**config.mk**
```make
export PLATFORM = sky130hd
export DESIGN_NAME = tick_countdown
export DESIGN_NICKNAME = d
export VERILOG_FILES = /design/src/rtl/tick_countdown_pkg.sv /design/src/rtl/tick_countdown_edge.sv /design/src/rtl/tick_countdown.sv
export SDC_FILE = /design/constraint.sdc
export NUM_CORES = 1
export LEC_CHECK = 0
export CORE_MARGIN = 2
export CORE_UTILIZATION = 52
export DETAILED_ROUTE_END_ITERATION = 10
export PLACE_DENSITY = 0.79
export SYNTH_ARGS = -nofsm -noshare
export SYNTH_HDL_FRONTEND = slang
export SYNTH_HIERARCHICAL = 1
export SYNTH_SLANG_ARGS = --single-unit
```
**constraint.sdc**
```tcl
create_clock -name CLKcount -period 2.5 [get_ports CLKcount]
set_input_delay 0.5 -clock CLKcount [delete_from_list [all_inputs] [get_ports CLKcount]]
set_output_delay 0.5 -clock CLKcount [all_outputs]
set_load 0.1 [all_outputs]
```
**src/rtl/tick_countdown_pkg.sv**
```systemverilog
// Shared definitions for the tick-driven countdown timer: state encoding and default width.
package tick_countdown_pkg;

    localparam int DEFAULT_W = 16;

    typedef enum logic [1:0] {
        ST_IDLE  = 2'd0,
        ST_RUN   = 2'd1,
        ST_PAUSE = 2'd2
    } state_e;

endpackage

```
**src/rtl/tick_countdown_edge.sv**
```systemverilog
// Rising-edge detector for the incoming tick so a held-high tick is only counted once.
module tick_edge (
    input  logic clk,
    input  logic clr,
    input  logic tickIn,
    output logic tickAcc
);

    logic tickPrev_q;

    always_ff @(posedge clk) begin
        if (clr) begin
            tickPrev_q <= 1'b0;
        end else begin
            tickPrev_q <= tickIn;
        end
    end

    assign tickAcc = tickIn & ~tickPrev_q;

endmodule

```
**src/rtl/tick_countdown.sv**
```systemverilog
// Programmable countdown timer: loads a start value, decrements per accepted tick,
// strobes done at terminal count, optionally reloading for periodic operation.
module tick_countdown
    import tick_countdown_pkg::*;
#(
    parameter int W = DEFAULT_W
) (
    input  logic         CLKcount,
    input  logic         CLR,
    input  logic         tickIn,
    input  logic [W-1:0] loadVal,
    input  logic         start,
    input  logic         stop,
    input  logic         autoReload,
    output logic [W-1:0] countVal,
    output logic         busy,
    output logic         paused,
    output logic         done
);

    localparam logic [W-1:0] ONE = W'(1);

    logic         tickAcc;
    state_e       state_q, state_d;
    logic [W-1:0] count_q, count_d;
    logic [W-1:0] reload_q, reload_d;
    logic         done_q, done_d;
    logic         busy_q, paused_q;

    tick_edge uEdge (
        .clk     (CLKcount),
        .clr     (CLR),
        .tickIn  (tickIn),
        .tickAcc (tickAcc)
    );

    always_comb begin
        state_d  = state_q;
        count_d  = count_q;
        reload_d = reload_q;
        done_d   = 1'b0;
        unique case (state_q)
            ST_IDLE: begin
                if (!stop && start) begin
                    if (loadVal != '0) begin
                        count_d  = loadVal;
                        reload_d = loadVal;
                        state_d  = ST_RUN;
                    end else begin
                        count_d = '0;
                        done_d  = 1'b1;
                    end
                end
            end
            ST_RUN: begin
                // stop and start both swallow the tick of the same cycle
                if (stop) begin
                    state_d = ST_PAUSE;
                end else if (start) begin
                    if (loadVal != '0) begin
                        count_d  = loadVal;
                        reload_d = loadVal;
                    end else begin
                        count_d = '0;
                        done_d  = 1'b1;
                        state_d = ST_IDLE;
                    end
                end else if (tickAcc) begin
                    if (count_q > ONE) begin
                        count_d = count_q - ONE;
                    end else begin
                        done_d = 1'b1;
                        if (autoReload) begin
                            count_d = reload_q;
                        end else begin
                            count_d = '0;
                            state_d = ST_IDLE;
                        end
                    end
                end
            end
            ST_PAUSE: begin
                if (stop) begin
                    count_d = '0;
                    state_d = ST_IDLE;
                end else if (start) begin
                    state_d = ST_RUN;
                end
            end
            default: begin
                count_d = '0;
                state_d = ST_IDLE;
            end
        endcase
    end

    always_ff @(posedge CLKcount) begin
        if (CLR) begin
            state_q  <= ST_IDLE;
            count_q  <= '0;
            reload_q <= '0;
            done_q   <= 1'b0;
            busy_q   <= 1'b0;
            paused_q <= 1'b0;
        end else begin
            state_q  <= state_d;
            count_q  <= count_d;
            reload_q <= reload_d;
            done_q   <= done_d;
            busy_q   <= (state_d == ST_RUN);
            paused_q <= (state_d == ST_PAUSE);
        end
    end

    assign countVal = count_q;
    assign busy     = busy_q;
    assign paused   = paused_q;
    assign done     = done_q;

endmodule

```
Figure 1. Track usage over the die (run 1).
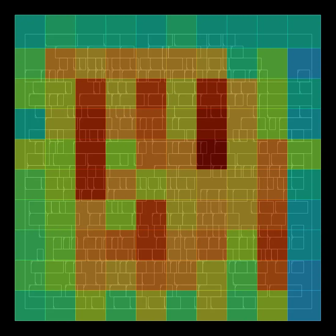
final core utilization: 68.59%
DR WL/cell: 17.33 um

Figure 2. Gate families picked out (run 1).
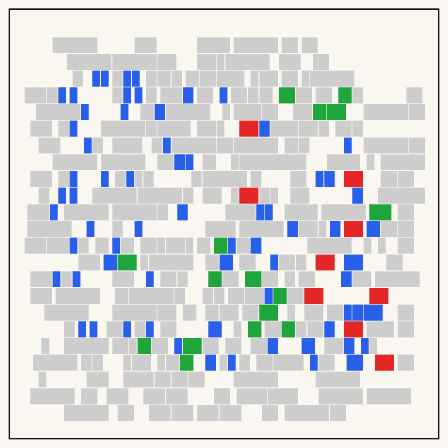
legend:
  red:
    family: XOR/XNOR gates
    cells: 9
  green:
    family: AND and OR gates
    cells: 16
  blue:
    family: NAND gates
    cells: 68

Figure 3. The metal 2 layer (run 1).
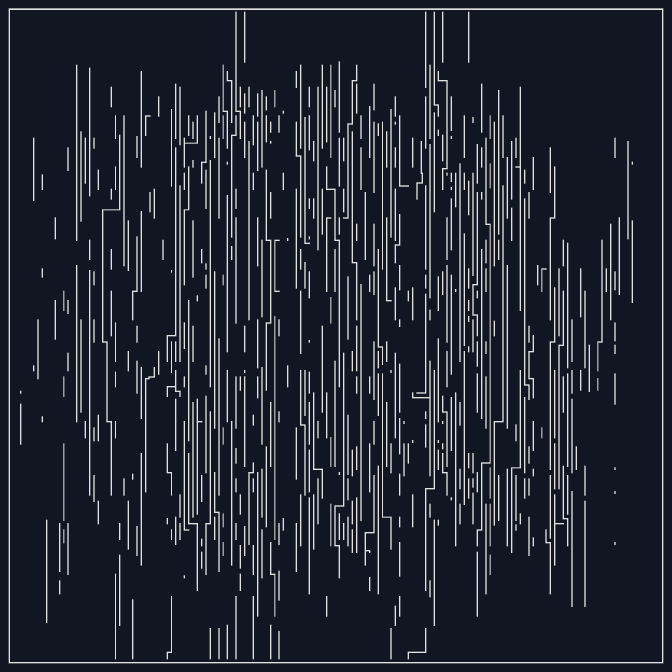
share of all routed wire: 44%
main direction: vertical
met2 capacity usage during global routing: 41.03%
routed wire length: 6.515 mm
vias post-DR: 2308

==> run 1: final cells by class <==
type	count	area, sq um
Fill cell	345	1284
Multi-Input combinational cell	218	1350
Tap cell	50	62.56
Clock buffer	5	68.82
Clock inverter	3	45.04
Timing Repair Buffer	58	500.5
Sequential cell	38	760.7
Inverter	4	15.01
==> run 1: where the power goes <==
| part | switching [W] | internal [W] | total (W) |
|---|---|---|---|
| Sequential | 0.0000460 | 0.000640 | 0.000686 |
| Clock | 0.000240 | 0.000297 | 0.000537 |
| Combinational | 0.000388 | 0.000209 | 0.000597 |
| Total | 0.000674 | 0.00115 | 0.00182 |
==> run 1: sequential cells by signal, indices dropped and copies added (netlist names) <==
register and count:
state_q 2, uEdge/tickPrev_q 1, busy 1, reload_q 16, paused 1, countVal 16, done 1
==> run 1: cells by family after synthesis <==
logic type,count (synthesis),share of synthesized area (%)
adders and majority gates,2,1.117
AOI/OAI and AO/OA,81,24.85
and+or+nand+nor,126,30.77
xor gates and xnor gates,9,3.518
DFF,38,33.95
buffers and inverters,20,5.806
==> run 1: through the flow <==
stage | total power (W) | instances | hold WS (ns) | setup TNS (ns) | worst slack, ns
after floorplan | 0.001132 | 276 | 0.4329 | 0 | 0.05114
after global placement | 0.001285 | 368 | 0.4468 | 0 | 0.03194
after global routing | 0.001899 | 376 | 0.4859 | 0 | 0.1078
after CTS | 0.001822 | 376 | 0.4669 | 0 | 0.2900
after detailed placement | 0.001287 | 368 | 0.4537 | -0.008725 | -0.008725
final | 0.001820 | 376 | 0.4675 | 0 | 0.2827
==> run 1: layer usage <==
layer  wire length (um)  vias up  part of all wire [%]
li1                   -     1121                     -
met1               2921     1065                    45
met2               2839      110                    44
met3                634       12                   9.7
met4                121        0                   1.9
met5                  0        -                     0
==> reports/metrics.yaml, run 1 <==
slowest_delay_ns: 0.69
clockBufferDepth: 2
cellLeakagePower_nw: 1.053
worstRegToRegCells: 5
reg2reg_from: "countVal[8]"
cts_setup_buffers: 0
grt_antenna_before_repair: 0
insertion_delay_ns: 0.30
max-slew-margin-rel_pct: 41.67
ys_area_sq_um: 2241
ctsHoldBuffers: 0
dpl-instance-area_sq_um: 2689
ys_warn_count: 6
grt.busiest_layer: "met2"
final_cell_area_sq_um: 2803
diodes: 0
worst_pin_slew_ns: 0.8718
boundaryPins: 41
fp-row-count: 23
syn_area_sq_um: 2241
dr.pass1.iters: 5
async_reset_ff_share_pct: 0
postSynthAreaPerCell_sq_um: 8.119
io_buffers: 40
crit_arrival_ns: 2.45
layout_top_cells: "nand2_1, dfxtp_1, buf_4"
tritoncts: "built"
yosys-stat-cells: 276
area_delta_synth_final_pct: 25.07
min_path_cells: 2
status: "finished, final reports clean"
drive_gt1_share_pct: 17.79
min_to: "reload_q[12]"
area_leaders: "dfxtp_1, nand2_1, a21oi_1"
drt_iter0_drc: 320
setup-violations-final: 0
dp_hpwl_mm: 4.855
ys.flops: 38
cts_made_buffers: 5
skew_ns: 0.006748
crit_fanout: 14
fp_nets: 300
max_freq_mhz: 451.0
top_area_share_pct: 33.95
grt_use_met3_pct: 6.831
clock_sinks: 38
placeableCoreArea_sq_um: 4086
ant_nets: 0
crit_path_end: "reload_q[15]"
die-area_sq_um: 4850
hold_class: "reg -> reg"
yosysUniqueCellTypes: 59
viasPerCell: 6.138
cp_num_cells: 6
crit_family: "simple AND/OR/NAND/NOR gates"
min_period_ns: 2.217
period_used_pct: 88.69
initial_utilization_pct: 54.84
cts_resized: 0
h-tree-depth: 2
synth_top_flop_cell: "dfxtp_1"
root_buffer: "clkbuf_8"
power_density_nw_per_um2: 649.5
postSynthCellCount: 276
reg2reg_slack_ns: 0.36
startpoint_type: "input port"
ys_seq_share_pct: 33.95
hold_viol: 0
edf_count: 0
peakVddDrop_uv: 388.3
nets: 349
grt_max_degree: 27
critPathBufInv: 2
hold_start: "reload_q[12]"
fp.dieW_um: 69.65
cap_viol_max_count: 0
drc: 0
rsz0062_at_grt: "no"
grt_pass1_vias: 2150
cp.required_ns: 2.73
common_cells: "nand2_1, dfxtp_1, a21oi_1, nor2_1, nand3_1"
final_max_slew_viol_count: 0
yosysTopAreaCell: "dfxtp_1"
yosysMostFrequentCell: "nand2_1"
grt_use_total_pct: 27.98
log.warning_count: 27
crit_chain: "clkdlybuf4s50_1, inv_1, or3_1, nor2_1, nand2_1, a21oi_1"
path_clk_slew_ns: 0.08
chipHeight_um: 69.65
worstSetupPathType: "in -> reg"
end_kind: "flop"
use_met1_pct: 40.36
gp_congestion: 0.9272
r2r_end: "busy"
critPathSlowestCell: "nor2_1"
critical_path.startpoint: "start"
layout_top_cell: "nand2_1"
grt_pass1_wl_mm: 10.95
grt-ovfl-total: 0
Figure 4. Cell density map (run 1).
The die is cut into 7 by 7 equal tiles; white is low, dark blue is high, 0 to 100% covered.
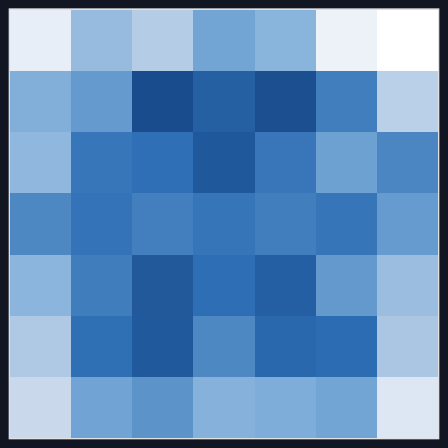

--- run 2 (diff from run 1) ---
--- a/config.mk
+++ b/config.mk
@@ -5,10 +5,12 @@
 export SDC_FILE = /design/constraint.sdc
 export NUM_CORES = 1
 export LEC_CHECK = 0
+export ABC_CLOCK_PERIOD_IN_PS = 2500
 export CORE_MARGIN = 2
 export CORE_UTILIZATION = 52
 export DETAILED_ROUTE_END_ITERATION = 10
 export PLACE_DENSITY = 0.79
+export REMOVE_ABC_BUFFERS = 1
 export SYNTH_ARGS = -nofsm -noshare
 export SYNTH_HDL_FRONTEND = slang
 export SYNTH_HIERARCHICAL = 1
Figure 5. Cell density map (run 2).
The die is cut into 7 by 7 equal tiles; white is low, dark blue is high, 0 to 100% covered.
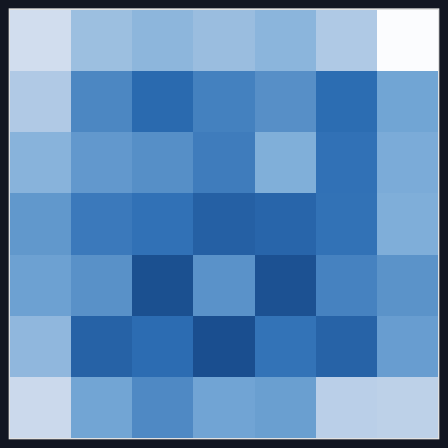
tiles over 75% full: 20%
fullest tile: 88%
nearly empty tiles: 2.0%

Figure 6. The metal 2 layer (run 2).
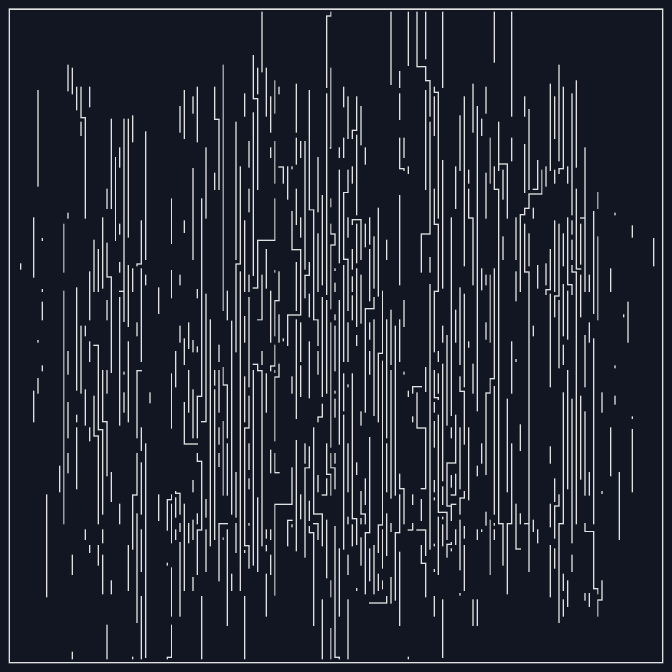
main direction: vertical
longest straight run: 35.7 um
wire length on this layer: 3010 um
share of all routed wire: 44%
routed wire length: 6.856 mm
met2 capacity usage during global routing: 41.88%
vias post-DR: 2386

==> run 2 against run 1 <==
  * Cell count is 1.6% higher
  * Count of clock-buffer cells in the layout stayed put
  * Sequential power hardly changed
  * Total power is 0.32% higher
  * Area after synthesis stayed put
  * Critical path type unchanged
  * Setup slack worse by 0.048 ns
  * Die area stayed put
  * Via count is 3.4% higher
  * Combinational power is 3% higher
==> reports/metrics.yaml, run 2 <==
boundaryPins: 41  # unchanged
reg2reg_from: "countVal[0]"
drt_iter0_drc: 175  # -45%
met2WireLength_mm: 3.011  # +6.1%
crit_arrival_ns: 2.50  # +0.05 ns
h-tree-depth: 2  # unchanged
initial_utilization_pct: 54.84  # unchanged
cts_resized: 0  # unchanged
p_comb_share_pct: 33.7  # +0.9 points
cts_made_buffers: 5  # unchanged
synth-xor-area-share_pct: 3.518  # unchanged
ys_warn_count: 6  # unchanged
die-area_sq_um: 4850  # unchanged
fp-row-count: 23  # unchanged
end_kind: "flop"
hold_class: "reg -> reg"
power_density_nw_per_um2: 642.4  # -1.1%
path_clk_slew_ns: 0.08  # about the same
common_cells: "nand2_1, dfxtp_1, a21oi_1, nor2_1, nand3_1"
peakVddDrop_uv: 443.7  # +14%
yosys-stat-cells: 276  # unchanged
synthAdderAreaFrac_pct: 1.117  # unchanged
final_core_util_pct: 69.57  # +0.98 points
grt_pass1_wl_mm: 11.04  # +0.82%
startpoint_type: "input port"
io_buffers: 40  # unchanged
ys_seq_share_pct: 33.95  # unchanged
fp.dieW_um: 69.65  # unchanged
worstRegToRegCells: 7  # +2
cts_setup_buffers: 0  # unchanged
cp.required_ns: 2.74  # about the same
synth.area.mux_share_pct: 0  # unchanged
viasPerCell: 6.246  # +1.8%
fillCellCount: 365  # +5.8%
logic_family: "simple AND/OR/NAND/NOR gates"
clock_sinks: 38  # unchanged
setup-violations-final: 0  # unchanged
rsz0062_at_grt: "no"
logic_area_sq_um: 1350  # unchanged
final_max_slew_viol_count: 0  # unchanged
worstSetupPathType: "in -> reg"
wl_met1_mm: 3.043  # +4.2%
hold_viol: 0  # unchanged
cellLeakagePower_nw: 1.088  # +3.4%
layout_top_cells: "nand2_1, buf_4, dfxtp_1"
top_area_share_pct: 33.95  # unchanged
ant_nets: 0  # unchanged
route.detailed.wl_per_inst_um: 17.95  # +3.6%
max-slew-margin-rel_pct: 32.51  # -9.2 points
grt_antenna_before_repair: 0  # unchanged
log.warning_count: 26  # -3.7%
async_reset_ff_share_pct: 0  # unchanged
ys_area_sq_um: 2241  # unchanged
insertion_delay_ns: 0.30  # about the same
nets: 355  # +1.7%
placedCellCount: 374  # +1.6%
ys.flops: 38  # unchanged
dp_hpwl_mm: 5.015  # +3.3%
grt_use_total_pct: 28.66  # +0.68 points
drc: 0  # unchanged
grt_max_degree: 26  # -3.7%
regArea_sq_um: 760.7  # unchanged
yosysMostFrequentCell: "nand2_1"
min_period_ns: 2.265  # +0.04798 ns
simple_gate_share_pct: 30.76  # unchanged
postSynthCellCount: 276  # unchanged
grt-ovfl-total: 0  # unchanged
min_path_cells: 2  # unchanged
syn_area_sq_um: 2241  # unchanged
internal_power_w: 0.001148  # +0.17%
diodes: 0  # unchanged
yosysTopAreaCell: "dfxtp_1"
chipHeight_um: 69.65  # unchanged
tritoncts: "built"
status: "finished, final reports clean"
tns_ns: 0  # unchanged
power_frac_seq_pct: 37.5  # -0.2 points
critical_path.startpoint: "start"
crit_fanout: 14  # unchanged
yosysUniqueCellTypes: 59  # unchanged
drive_gt1_share_pct: 19.28  # +1.5 points
clkPwrFrac_pct: 28.8  # -0.7 points
area_leaders: "dfxtp_1, nand2_1, a21oi_1"
final_cell_count_no_fill: 382  # +1.6%
grt_pass1_vias: 2284  # +6.2%
area_delta_synth_final_pct: 26.86
postSynthAreaPerCell_sq_um: 8.119  # unchanged
top_layer_used: "met4"
synth_top_flop_cell: "dfxtp_1"
worst_pin_slew_ns: 1.009  # +0.1369 ns
clockBufferDepth: 2  # unchanged
root_buffer: "clkbuf_8"
switching_power_w: 0.0006782  # +0.59%
edf_count: 0  # unchanged
synthAoiAreaFrac_pct: 24.85  # unchanged
whs_ns: 0.4647  # -0.002818 ns
ctsHoldBuffers: 0  # unchanged
gp_congestion: 0.9522  # +2.7%
max_freq_mhz: 441.5  # -2.1%
cap_viol_max_count: 0  # unchanged
hold_start: "reload_q[5]"
period_used_pct: 90.61  # +1.9 points
skew_ns: 0.005135  # -0.001613 ns
dr.pass1.iters: 5  # unchanged
layout_top_cell: "nand2_1"
wl_met3_um: 618  # -2.5%
placeableCoreArea_sq_um: 4086  # unchanged
p_sw_share_pct: 37.14  # +0.099 points
Figure 7. Signal wires by layer (run 2).
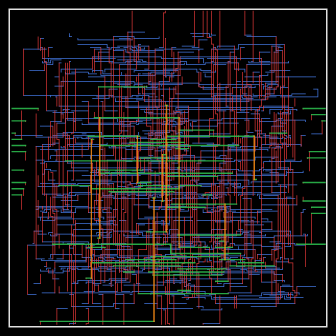
legend:
  red:
    layer: metal 2
    wire_length: 3010 um
  orange:
    layer: metal 4
    wire_length: 183 um
  green:
    layer: metal 3
    wire_length: 619 um
  blue:
    layer: metal 1
    wire_length: 3040 um

-- run 2: stage by stage --
step / cell area (sq um) / setup slack (ns) / power [W]
floorplan: 2126 / 0.002081 / 0.001088
global placement: 2734 / -0.03761 / 0.001294
detailed placement: 2734 / -0.07855 / 0.001300
CTS: 2843 / 0.2211 / 0.001818
global route: 2843 / 0.07704 / 0.001902
finish: 2843 / 0.2348 / 0.001826
-- run 2: worst paths after layout --
| check | end | slack, ns |
|---|---|---|
| worst max-delay path | reload_q[0] | 0.23 |
| worst min-delay path | reload_q[5] | 0.46 |
| worst max register to register | countVal[2] | 0.29 |
| worst min register to register | reload_q[5] | 0.46 |
-- run 2: power by group through the flow --
stage / combinational [W] / clock, W / sequential [W]
6_report: 0.000615 / 0.000526 / 0.000685
5_1_grt: 0.000656 / 0.000556 / 0.000690
3_5_place_dp: 0.000602 / 0 / 0.000698
2_1_floorplan: 0.000254 / 0 / 0.000834
4_1_cts: 0.000608 / 0.000527 / 0.000684
3_3_place_gp: 0.000598 / 0 / 0.000696
-- run 2: final cells by class --
class | instances | share of cell area [%]
multi-input combinational | 218 | 47.49
tap | 50 | 2.201
clock inverter | 3 | 1.408
clock buffer | 5 | 2.421
timing repair buffer | 64 | 19.19
sequential | 38 | 26.76
inverter | 4 | 0.5282
-- run 2: worst max-delay path, stage by stage --
cell	delay, ns
clkdlybuf4s50_1	0.47
inv_1	0.05
or3_1	0.39
nor2_1	0.79
nand2_1	0.14
a21oi_1	0.15
-- run 2: cell families after synthesis --
family,count (synthesis)
simple gates,126
compound gates,81
flops,38
buf+inv,20
xor+xnor,9
fa+ha+maj,2
-- run 2: per-layer routing --
metal  up-vias  global-route usage [%]
met1      1104                   38.15
met5         -                       0
li1       1138                       -
met4         0                   13.03
met3        22                   9.593
met2       122                   41.88
Power figures rest on the tool's default switching activity, not on a simulated workload.
